### PDN straps and rails, run 1

Scale bar: 20 µm. Pins as bars on the die edge. Tap cells in gray.
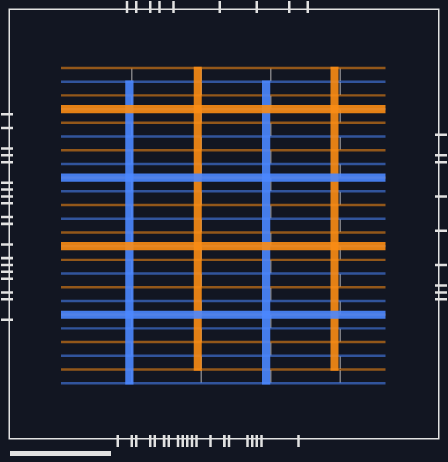
### Placed cells, one color a class, run 1

Scale bar: 20 µm.
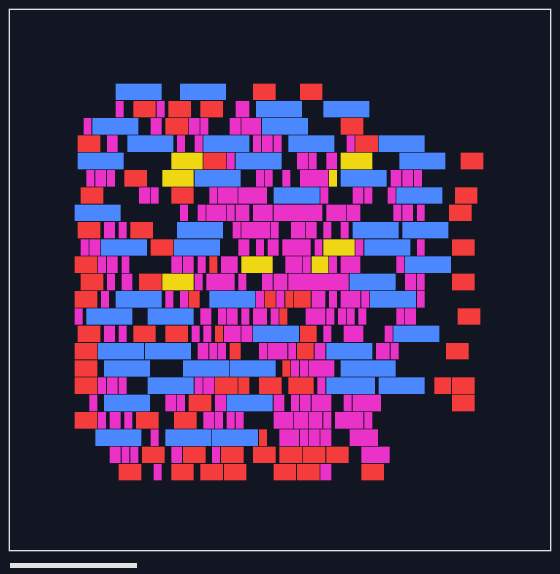
### Clock wires, drivers and flops, run 1

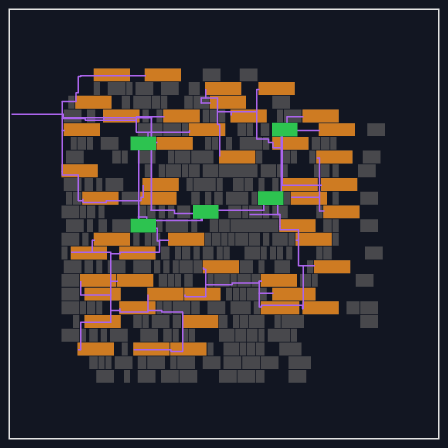
Design fir_loader, sky130hd; sources not shown.
==> results.toml, run 1 <==
# generated from flow reports
[route]
drt_pre_antenna_iters = 4
routed_wl_mm = 4.99
routedWlPerCell_um = 14.1
ant_nets = 0
drtIter0Drc = 164

[yosys]
synth-main-ff-cell = "dfxtp_1"
yosys-stat-area_um2 = 1940
ys_ff = 48
ys_sh_adder_pct = 4.51
synth-simple-area-share_pct = 26.5
synth_top_area_share_pct = 49.5
avgSynthCellArea_um2 = 8.09
synth_nets = 268
ys_cells = 240
aoi_share_pct = 11.6
synthXorXnorAreaFrac_pct = 4.51
syn-cell-area_um2 = 1940
mux_area_share_pct = 0
yosys_warnings = 0
area_leaders = "dfxtp_1 50%, nand2_1 14%, a21oi_1 9.8%, ha_1 4.5%, nor2_1 4.1%"

[power_and_ir_drop]
leakagePower_uw = 0.000946
p_per_area_nw_per_um2 = 765

[flow_run]
log.warning_count = 30
maxCapViolations = 0

[sta]
report.final.hold_viol_count = 0
fin_crit_sh_pct = 98.7
max_slew_margin_pct = 68.0
setup_viol_count_final = 0
finalMaxSlewViolations = 0
rsz0062_at_grt = "yes"

[floorplanning]
core_area_um2 = 4030
dieArea_um2 = 7220
io_pins = 57

[grt]
grt_pass1_vias = 1841
track_usage_pct = 13.7
antenna_found_initial = 0

[min_path]
whs_path_depth = 2
hold_path.class = "in -> reg"

[worst_setup_path]
required_ns = 1.75
r2r_slack_ns = 0.08
start_kind = "register"
critical_path_class = "reg -> out"

[clocking]
cts_tree = "built"
cts-root-buf = "clkbuf_8"
cts.clk_slew.worst_paths_ns = 0.08
htree_levels = 2

[finish]
layout_top_cell = "nand2_1"
ff_latch_area_um2 = 966
syn2layout_area_growth_pct = 39.7
layout.area.comb_um2 = 943
drive_gt1_share_pct = 8.52

[place]
placed_area_um2 = 2550

[status]
outcome = "finished clean"
Back to the opening pictures, 'PDN straps and rails':
orange -> VDD
blue -> VSS
tap cells = 50
met4 straps = 4
met1 rails = 24
Die H: 85.0 µm
maximum vdd drop: 0.515 mV

Back to the opening pictures, 'Placed cells, one color a class':
magenta -> remaining logic cells  # cells 179
yellow -> clock drivers and dummy loads  # cells 8
red -> remaining buffers and delay cells  # cells 70
blue -> registers  # cells 48
# rows: 23
Seq/total area: 35.6%
Layout Utilization: 67.3%
Post-Layout Inst Area: 2710 µm²

Back to the opening pictures, 'Clock wires, drivers and flops':
green -> clock-net drivers  # count 5
purple -> clock wires  # length 501 µm
orange -> flip-flops  # count 48
routed clock nets = 6
worst skew pair latency: 0.29 ns
Clk power: 601 µW
Clock Skew: 0.00336 ns
Clk pwr share: 29.0%

==> run 1: logic make-up (layout without fill, tap and decap cells) <==
logic type,count (synthesis),count (layout)
DFF,48,48
buffers and inverters,16,81
and+or+nand+nor,117,117
adders and majority gates,7,7
AOI/OAI and AO/OA,42,42
xor gates and xnor gates,10,10
==> run 1: worst max-delay path, cell delays in order, from the launching register on <==
cell	delay [ns]
dfxtp_4	0.38
inv_1	0.06
ha_1	0.33
nor2b_2	0.17
clkdlybuf4s50_1	0.51
==> run 1: power by group <==
part	switching (µW)	total [µW]	internal, µW
combinational	232	428	196
clock	312	601	288
sequential	23.8	1040	1020
==> run 1: cells in the mapped netlist, drive strengths merged (2+ instances only) <==
| library cell | count |
|---|---|
| buf | 5 |
| nor2b | 2 |
| clkbuf | 8 |
| nor3 | 2 |
| and2 | 2 |
| nor4 | 2 |
| ha | 7 |
| nand4 | 4 |
| nand3 | 3 |
| xor2 | 6 |
| a21oi | 38 |
| nand2 | 75 |
| xnor2 | 4 |
| dfxtp | 48 |
| inv | 3 |
| nor2 | 21 |
==> run 1: stage by stage <==
step | setup WS, ns | util, % | hold WS, ns | std cells | power, µW
after floorplan | 0.155 | - | 0.331 | 240 | 1280
after global placement | -0.00861 | 63.4 | 0.442 | 345 | 1460
after detailed placement | -0.0944 | 63.4 | 0.446 | 345 | 1470
after CTS | 0.00369 | 66.2 | 0.300 | 352 | 2070
after global routing | -0.0235 | 67.3 | 0.350 | 355 | 2180
final | 0.0252 | 67.3 | 0.304 | 355 | 2070
==> run 1: what timing repair did <==
item                       CTS  global route
buffers inserted             0             3
setup endpoints to repair   12            36
pin swaps                    0             1
gates resized                5            13
gates cloned                 0             0
==> run 1: layer usage <==
| metal | wire (µm) | GRT usage [%] |
|---|---|---|
| met1 | 2000 | 15.0 |
| met2 | 2440 | 22.5 |
| met5 | 0 | 0 |
| met3 | 423 | 5.74 |
| met4 | 127 | 6.44 |
==> run 1: cell type report <==
class	count	area share, %
multi-input combinational	176	34.8
clock buffer	7	3.18
inverter	3	0.415
clock inverter	1	0.277
timing repair buffer	58	21.1
buffer	12	2.26
tap	50	2.31
sequential	48	35.6
==> inputs of run 2 (changes only) <==
--- a/config.mk
+++ b/config.mk
@@ -9,6 +9,7 @@
 export CORE_MARGIN = 10
 export CORE_UTILIZATION = 46
 export DETAILED_ROUTE_END_ITERATION = 6
+export GPL_ROUTABILITY_DRIVEN = 0
 export GPL_TIMING_DRIVEN = 0
 export PLACE_DENSITY = 0.89
 export SYNTH_ARGS = -nofsm -noshare
==> results.toml, run 2 <==
# generated from flow reports
[yosys]
synth_nets = 268
synth-main-ff-cell = "dfxtp_1"
ys_ff = 48
ys_cells = 240
syn-cell-area_um2 = 1940
netlist_instances = 240
synth_top_area_share_pct = 49.5
common_cells = "74 x nand2_1, 48 x dfxtp_1, 38 x a21oi_1"
area_leaders = "dfxtp_1 50%, nand2_1 14%, a21oi_1 9.8%, ha_1 4.5%, nor2_1 4.1%"
yosys_warnings = 0

[route]
ant_nets = 0
drtIter0Drc = 164
via_per_inst = 5.25
routed_wl_mm = 4.99
drt_pre_antenna_iters = 4

[power_and_ir_drop]
p_per_area_nw_per_um2 = 765
intPower_uw = 1500
swShare_pct = 27.4
switching_power_uw = 568
leakagePower_uw = 0.000946
power.share.sequential_pct = 50.4
clockPowerShare_pct = 29.0

[worst_setup_path]
max_stage_delay_ns = 0.51
path_cells = "inv_1 > ha_1 > nor2b_2 > clkdlybuf4s50_1"
start_kind = "register"
cp_slowest_cell = "clkdlybuf4s50_1"
critical_path_class = "reg -> out"

[grt]
track_usage_pct = 13.7
grt_pass1_vias = 1841
antenna_found_initial = 0

[sta]
fin_crit_sh_pct = 98.7
max_slew_margin_pct = 68.0
setup_viol_count_final = 0
skew_ns = 0.00336
finalMaxSlewViolations = 0
report.final.hold_viol_count = 0

[finish]
final_cell_area_um2 = 2710
syn2layout_area_growth_pct = 39.7
layout_top_cell = "nand2_1"
ff_latch_area_um2 = 966
layout.area.comb_um2 = 943

[place]
placed_area_um2 = 2550
placed_cells = 345

[min_path]
whs_path_depth = 2

[floorplanning]
rows = 23
io_pins = 57
die_h_um = 85.0

[clocking]
cts-root-buf = "clkbuf_8"
cts_tree = "built"
worstSkewPairLatency_ns = 0.29
htree_levels = 2
cts.clk_slew.worst_paths_ns = 0.08

[flow_run]
log.warning_count = 30
maxCapViolations = 0

[status]
outcome = "finished clean"
## run 2: cell counts after synthesis
No cell type changed its count.
## run 2: power by group through the flow
stage,registers (µW),logic [µW],clock network (µW)
CTS,1040,415,613
global route,1050,472,657
floorplan,1070,210,0
global placement,1060,391,0
finish,1040,428,601
detailed placement,1070,405,0
## run 2: metrics by stage
stage / hold WS (ns) / worst slack (ns) / power (µW) / utilization [%]
after global routing: 0.350 / -0.0235 / 2180 / 67.3
after global placement: 0.442 / -0.00861 / 1460 / 63.4
final: 0.304 / 0.0252 / 2070 / 67.3
after detailed placement: 0.446 / -0.0944 / 1470 / 63.4
after CTS: 0.300 / 0.00369 / 2070 / 66.2
after floorplan: 0.331 / 0.155 / 1280 / -
## run 2: area by class of cell
type                       count  area share (%)
inverter                       3           0.415
buffer                        12            2.26
tap                           50            2.31
clock buffer                   7            3.18
timing repair buffer          58            21.1
clock inverter                 1           0.277
multi-input combinational    176            34.8
sequential                    48            35.6
## run 2: cells by family after synthesis
kind of cell,synth area share (%)
DFF,49.5
xor gates and xnor gates,4.51
buffers and inverters,3.35
and+or+nand+nor,26.5
AOI/OAI and AO/OA,11.6
adders and majority gates,4.51
## run 2: per-layer routing
metal | vias up | track usage, % | part of all wire (%)
met2 | 68 | 22.5 | 49
li1 | 915 | - | -
met3 | 18 | 5.74 | 8.5
met5 | - | 0 | 0
met4 | 0 | 6.44 | 2.5
met1 | 863 | 15.0 | 40
## run 2: timing repair
action,in CTS,in global routing
hold buffers,0,0
endpoints found under the setup margin,12,36
pin swaps,0,1
gates cloned,0,0
resized,5,13
setup buffers,0,3
## run 2: critical path: cells and delay by family, from the launching register on
family | cells | cell delay, ns
buf+inv | 2 | 0.57
fa+ha+maj | 1 | 0.33
simple gates | 1 | 0.17
flops | 1 | 0.38
### Placed cells, one color a class, run 2

Scale bar: 20 µm.
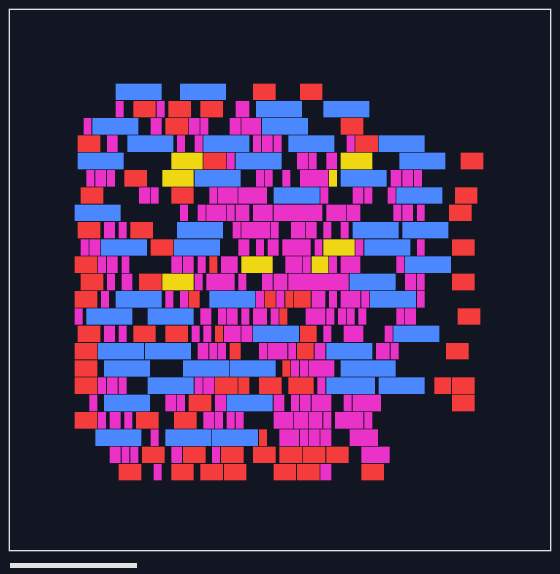
yellow -> clock drivers and dummy loads  # cells 8
blue -> registers  # cells 48
red -> remaining buffers and delay cells  # cells 70
magenta -> remaining logic cells  # cells 179
core area: 4030 µm²

### Cell placement, run 2

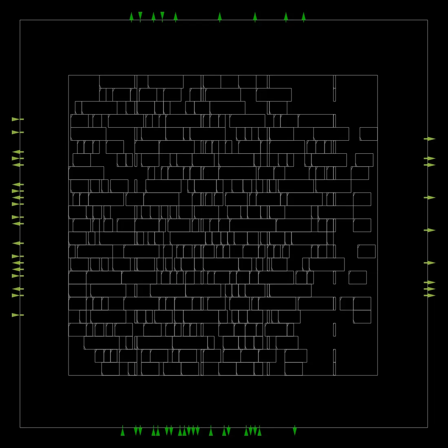
Flops: 48
final non-filler cell total: 355
num tapcells: 50
Fill cells: 346

Power figures rest on the tool's default switching activity, not on a simulated workload.
